`src/rtl/cpu_pkg.sv`:
```
// Shared definitions for the fetch/memory-access sequencer: sequencer states,
// instruction field positions, the data page constant and bus widths.
package cpu_pkg;

    localparam int ADDR_W = 8;
    localparam int DATA_W = 8;

    // Sequencer states; the encoding is visible on fetch_unit.state_dbg.
    typedef enum logic [2:0] {
        S_FETCH  = 3'd0,
        S_ISSUE  = 3'd1,
        S_EXEC   = 3'd2,
        S_MEM_RD = 3'd3,
        S_MEM_WR = 3'd4,
        S_HALT   = 3'd5
    } state_e;

    // Instruction field positions used by the execute stage.
    localparam int OPC_MSB      = 7;
    localparam int OPC_LSB      = 4;
    localparam int RD_MSB       = 3;
    localparam int RD_LSB       = 2;
    localparam int RS_MSB       = 1;
    localparam int RS_LSB       = 0;
    localparam int PAGE_OFS_MSB = 3;
    localparam int PAGE_OFS_LSB = 0;

    // Upper address nibble of the data page.
    localparam logic [3:0] DATA_PAGE = 4'hF;

    // Extract the opcode field of an instruction byte.
    function automatic logic [3:0] opcode_of(input logic [DATA_W-1:0] ins);
        return ins[OPC_MSB:OPC_LSB];
    endfunction

endpackage

```
`src/rtl/fetch_unit.sv`:
```
// fetch_unit: sole master of the 256x8 unified memory port. Fetches the
// instruction at pc, offers it to execute (instr_valid/instr_ready), then
// serves execute's load/store requests until exec_done redirects, advances
// or halts the core.
//
// Handshakes: a transfer happens on a rising clk edge where valid and ready
// are both 1. instr_valid holds instr stable until that edge; dreq_ready is 1
// for the whole EXEC state and a request is taken on the edge where
// dreq_valid is also 1. drsp_valid is a one-cycle pulse with no back-pressure.
//
// Build option: define WRITE_PROTECT_EN to suppress stores to addresses below
// PROT_LIMIT and record them in the sticky wp_fault flag.
module fetch_unit
    import cpu_pkg::*;
#(
    parameter logic [ADDR_W-1:0] RESET_PC   = 8'h00,
    parameter logic [ADDR_W-1:0] PROT_LIMIT = 8'h10
) (
    input  logic              clk,
    input  logic              rst_n,
    output logic [ADDR_W-1:0] mem_addr,
    output logic              mem_rw,
    output logic [DATA_W-1:0] mem_wdata,
    input  logic [DATA_W-1:0] mem_rdata,
    output logic [DATA_W-1:0] instr,
    output logic              instr_valid,
    input  logic              instr_ready,
    input  logic              dreq_valid,
    input  logic              dreq_we,
    input  logic [ADDR_W-1:0] dreq_addr,
    input  logic [DATA_W-1:0] dreq_wdata,
    output logic              dreq_ready,
    output logic [DATA_W-1:0] drsp_data,
    output logic              drsp_valid,
    input  logic              exec_done,
    input  logic              branch_valid,
    input  logic [ADDR_W-1:0] branch_target,
    input  logic              halt_req,
    output logic              halted,
    output logic [ADDR_W-1:0] pc,
    output logic              wp_fault,
    output state_e            state_dbg
);

`ifdef WRITE_PROTECT_EN
    localparam bit WP_EN = 1'b1;
`else
    localparam bit WP_EN = 1'b0;
`endif

    state_e              state_q;
    logic [ADDR_W-1:0]   pc_q;
    logic [DATA_W-1:0]   instr_q;
    logic                instr_valid_q;
    logic                dreq_ready_q;
    logic [ADDR_W-1:0]   daddr_q;
    logic [DATA_W-1:0]   wdata_q;
    logic [DATA_W-1:0]   drsp_data_q;
    logic                drsp_valid_q;
    logic                mem_rw_q;
    logic                halted_q;
    logic                wp_fault_q;
    logic                store_blocked;

    // A store is blocked when protection is built in and it targets the low region.
    assign store_blocked = WP_EN && (dreq_addr < PROT_LIMIT);

    // Sequencer FSM with all control outputs registered; mem_rw is registered
    // so the asynchronous reset removes a write strobe immediately.
    always_ff @(posedge clk or negedge rst_n) begin
        if (!rst_n) begin
            state_q       <= S_FETCH;
            pc_q          <= RESET_PC;
            instr_q       <= '0;
            instr_valid_q <= 1'b0;
            dreq_ready_q  <= 1'b0;
            daddr_q       <= '0;
            wdata_q       <= '0;
            drsp_data_q   <= '0;
            drsp_valid_q  <= 1'b0;
            mem_rw_q      <= 1'b0;
            halted_q      <= 1'b0;
            wp_fault_q    <= 1'b0;
        end else begin
            drsp_valid_q <= 1'b0;
            mem_rw_q     <= 1'b0;
            case (state_q)
                S_FETCH: begin
                    instr_q       <= mem_rdata;
                    pc_q          <= pc_q + 8'd1;
                    instr_valid_q <= 1'b1;
                    state_q       <= S_ISSUE;
                end
                S_ISSUE: begin
                    if (instr_ready) begin
                        instr_valid_q <= 1'b0;
                        dreq_ready_q  <= 1'b1;
                        state_q       <= S_EXEC;
                    end
                end
                S_EXEC: begin
                    // A data request takes priority over exec_done.
                    if (dreq_valid) begin
                        daddr_q      <= dreq_addr;
                        wdata_q      <= dreq_wdata;
                        dreq_ready_q <= 1'b0;
                        if (dreq_we) begin
                            state_q <= S_MEM_WR;
                            if (store_blocked) begin
                                wp_fault_q <= 1'b1;
                            end else begin
                                mem_rw_q <= 1'b1;
                            end
                        end else begin
                            state_q <= S_MEM_RD;
                        end
                    end else if (exec_done) begin
                        dreq_ready_q <= 1'b0;
                        if (halt_req) begin
                            halted_q <= 1'b1;
                            state_q  <= S_HALT;
                        end else begin
                            if (branch_valid) begin
                                pc_q <= branch_target;
                            end
                            state_q <= S_FETCH;
                        end
                    end
                end
                S_MEM_RD: begin
                    drsp_data_q  <= mem_rdata;
                    drsp_valid_q <= 1'b1;
                    dreq_ready_q <= 1'b1;
                    state_q      <= S_EXEC;
                end
                S_MEM_WR: begin
                    dreq_ready_q <= 1'b1;
                    state_q      <= S_EXEC;
                end
                S_HALT: begin
                    state_q <= S_HALT;
                end
                default: begin
                    state_q <= S_FETCH;
                end
            endcase
        end
    end

    // Memory address: data address during access cycles, otherwise the pc.
    always_comb begin
        mem_addr = pc_q;
        if ((state_q == S_MEM_RD) || (state_q == S_MEM_WR)) begin
            mem_addr = daddr_q;
        end
    end

    assign mem_rw      = mem_rw_q;
    assign mem_wdata   = wdata_q;
    assign instr       = instr_q;
    assign instr_valid = instr_valid_q;
    assign dreq_ready  = dreq_ready_q;
    assign drsp_data   = drsp_data_q;
    assign drsp_valid  = drsp_valid_q;
    assign halted      = halted_q;
    assign pc          = pc_q;
    assign wp_fault    = wp_fault_q;
    assign state_dbg   = state_q;

    // Execute must not raise a data request and exec_done in the same cycle.
    req_with_done_a: assert property (@(posedge clk) disable iff (!rst_n)
        !((state_q == S_EXEC) && dreq_valid && exec_done));

endmodule

```
`config.mk`:
```
export PLATFORM = sky130hd
export DESIGN_NAME = fetch_unit
export DESIGN_NICKNAME = d
export VERILOG_FILES = /design/src/rtl/cpu_pkg.sv /design/src/rtl/fetch_unit.sv
export SDC_FILE = /design/constraint.sdc
export NUM_CORES = 1
export LEC_CHECK = 0
export CORE_UTILIZATION = 43
export DETAILED_ROUTE_END_ITERATION = 12
export GPL_TIMING_DRIVEN = 1
export PLACE_DENSITY = 0.82
export SLEW_MARGIN = 20
export SYNTH_ARGS = -nofsm -noshare
export SYNTH_HDL_FRONTEND = slang
export SYNTH_SLANG_ARGS = --single-unit
```
`constraint.sdc`:
```
create_clock -name clk -period 2 [get_ports clk]
set_input_delay 0.3 -clock clk [delete_from_list [all_inputs] [get_ports clk]]
set_output_delay 0.3 -clock clk [all_outputs]
set_load 0.02 [all_outputs]
```
wire_density.png
Scale: 4 px per um. The die is cut into 15 by 15 equal tiles; dark purple is low, yellow is high, scaled to the fullest tile. Values are wire area over tile area, all layers added.
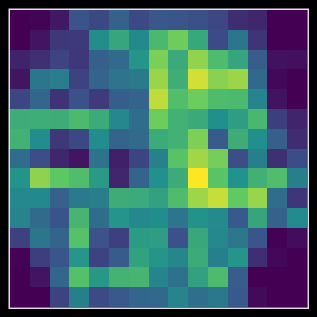
tiles over half the peak = 34%
fullest tile = 0.41
nearly empty tiles = 8.9%
vias after detailed routing: 1796
Wirelength per Cell: 15.9 um
routed wire length: 5600 um
GRT Util Overall: 22.0%

==> flow_summary.toml <==
# physical design summary
[yosys]
ys_async_sr_fraction_pct = 100
synth.cells.most_frequent = "sky130_fd_sc_hd__dfrtp_1 (48), sky130_fd_sc_hd__mux2_2 (31), sky130_fd_sc_hd__a21oi_1 (11), sky130_fd_sc_hd__mux2_1 (9)"
synth_sequential_area_ratio_pct = 53.4
post_synth_instance_area_sq_um = 2250
post_synth_main_logic_family = "multiplexers"
yosys_register_bits = 48
synthFlopType = "sky130_fd_sc_hd__dfrtp_1"
netlist-cell-type-count = 45
synth.cellmix.compoundShare_pct = 11.8
synthesized_area_divided_by_synthesized_cell_count_sq_um = 12.8
yosys_area_sq_um = 2250
syn-num-nets = 217
topCellsByArea = "sky130_fd_sc_hd__dfrtp_1 (53%), sky130_fd_sc_hd__mux2_2 (16%), sky130_fd_sc_hd__mux2_1 (4.5%)"
top_cell = "sky130_fd_sc_hd__dfrtp_1"
yosys.area_share.adder_pct = 0.556
synthXorXnorAreaFrac_pct = 0
post_synth_simple_gate_area_pct = 10.0
synthMuxAreaShare_pct = 20.5
synth_cells = 176
synth_largest_type_area_fraction_pct = 53.4
number_of_flops_mapped_to_enable_cells_by_yosys = 0
yosys_stat_cell_total = 176
cell_type_with_the_largest_total_area = "sky130_fd_sc_hd__dfrtp_1"
yosysWarningCount = 0

[floorplanning]
fp.dieH_um = 74.4
rows = 25
die.size.x_um = 74.4
design.portCount = 89
die_area_sq_um = 5530
initial_utilization_pct = 46.1

[drt]
wl_met1_um = 2420
route.detailed.vias_per_inst = 5.12
postRouteAntennaNets = 0
drc_errors = 0
wl_met3_um = 262
detail_route.first_pass.iterations = 4
route.met2.wl_um = 2850
drtIter0Drc = 136
top_layer = "met4"

[setup_path]
timing.critical_path.cells = "nand2_2, a2bb2oi_4, buf_12, mux2_2, buf_6"
critPathRequiredTime_ns = 1.70
worst_r2r_startpoint = "state_dbg[0]$_DFFE_PN0P_"
critPathSlowestCell = "sky130_fd_sc_hd__dfrtp_1"
worst_setup_path_start_kind = "register"
startpoint = "state_dbg[2]$_DFFE_PN0P_"
worstSetupEndpoint = "mem_addr[7]"
timing.critical_path.max_delay_family = "flip-flops"
ff2ff_setup_slack_ns = 0.06
reg2regPathDepth = 6
worst-setup-path-type = "register to primary output"
arrival_ns = 1.65
wp_buf_inv = 2
critPathMaxFanout = 8
critical_path.max_stage_delay_ns = 0.43
crit_cells = 5
worstReg2RegEnd = "mem_wdata[0]$_DFFE_PN0P_"
crit_path_end_kind = "primary output"

[layout]
final_cell_count_no_fill = 351
mostFrequentLayoutCell = "sky130_fd_sc_hd__clkdlybuf4s50_1"
layout.cells.most_common_list = "sky130_fd_sc_hd__clkdlybuf4s50_1 (78), sky130_fd_sc_hd__dfrtp_1 (48), sky130_fd_sc_hd__mux2_2 (31), sky130_fd_sc_hd__buf_4 (18), sky130_fd_sc_hd__a21oi_1 (11)"
num-nets-final = 324
final_layout_size_suffix_gt1_share_pct = 27.8
area.growth.synth_to_final_pct = 51.6
diodes = 0

[final_timing]
maxSlewViolCount = 0
finalCritPeriodShare_pct = 97.3
setup-violations-final = 0
fin_worst_hold_slack_ns = 0.453
timing.final.hold_violations = 0
post-route-min-period_ns = 1.95
fmaxAchievable_mhz = 514
finalClockSkew_ns = 0.00928

[clock_tree]
cts-buffers-inserted = 5
cts.reportedPaths.clkPinSlew_ns = 0.09
clock_sink_count = 48
cts_buffer_depth = 2
hold_buf_count_cts = 1
cts_tree = "done"
clock_latency_ns = 0.30
h-tree-depth = 2
cts.repair.resized = 32
cts_post_setup_buffers_inserted = 2
root_buffer = "sky130_fd_sc_hd__clkbuf_8"

[global_route]
gr-total-overflow = 0
grt_antenna_before_repair = 0
first_global_vias = 1829
met2_usage_pct = 35.4
met1_usage_pct = 29.8
top_usage_layer = "met2"
largest_net_degree_at_the_start_of_global_routing = 21
globalRouteMet3Util_pct = 5.01
grt_first_pass_wirelength_um = 8940

[power]
combinationalPowerShare_pct = 60.7
p_sw_uw = 2450
combinational_power_uw = 3730
p_sw_share_pct = 39.9
clockNetworkPower_uw = 587
intPower_uw = 3690
clk_network_pwr_share_pct = 9.5
seq_power_uw = 1830
vdd_ir_drop_max_mv = 0.983
power.sequential.fraction_pct = 29.7
leakagePower_uw = 0.00143
dominant_power_group = "combinational cells"
power_density_nw_per_um2 = 1800

[place]
place.detailed.instances = 338
place.port_buffers = 87
hpwl_um = 4170
gp_congestion = 0.793

[hold_path]
path_class_of_the_lowest_slack_min_delay_path = "input port to async pin"

[job]
warning_count = 26
max_cap_viol_count = 0

[status]
outcome = "finished, final reports clean"
final_placement.png
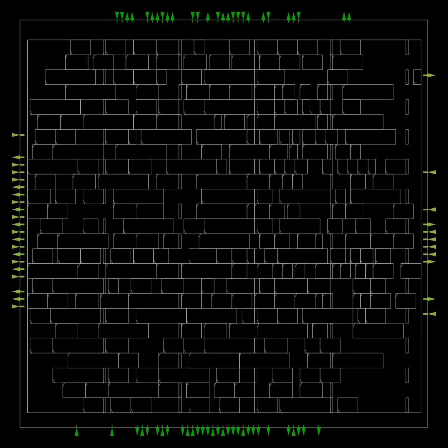
placeable core area: 4880 sq um
sequential portion of the cell area: 35.2%

-- final cells by class --
type / instances / area [sq um]
clock buffers: 8 / 90.1
fillers: 386 / 1470
inverters: 4 / 15.0
multi-input cells: 117 / 985
flip-flops and latches: 48 / 1200
well taps: 67 / 83.8
repair buffers: 107 / 1040
-- metrics by stage --
stage          util, %  area [sq um]  setup slack [ns]  TNS [ns]  total power (uW)
2_1_floorplan        -          2250             0.123         0              3850
3_3_place_gp      66.8          3260            0.0201         0              5370
3_5_place_dp      66.8          3260           -0.0264    -0.164              5480
4_1_cts           68.3          3330            0.0357         0              5980
5_1_grt           69.9          3410           -0.0134   -0.0461              6520
6_report          69.9          3410            0.0541         0              6140
Power figures rest on the tool's default switching activity, not on a simulated workload.
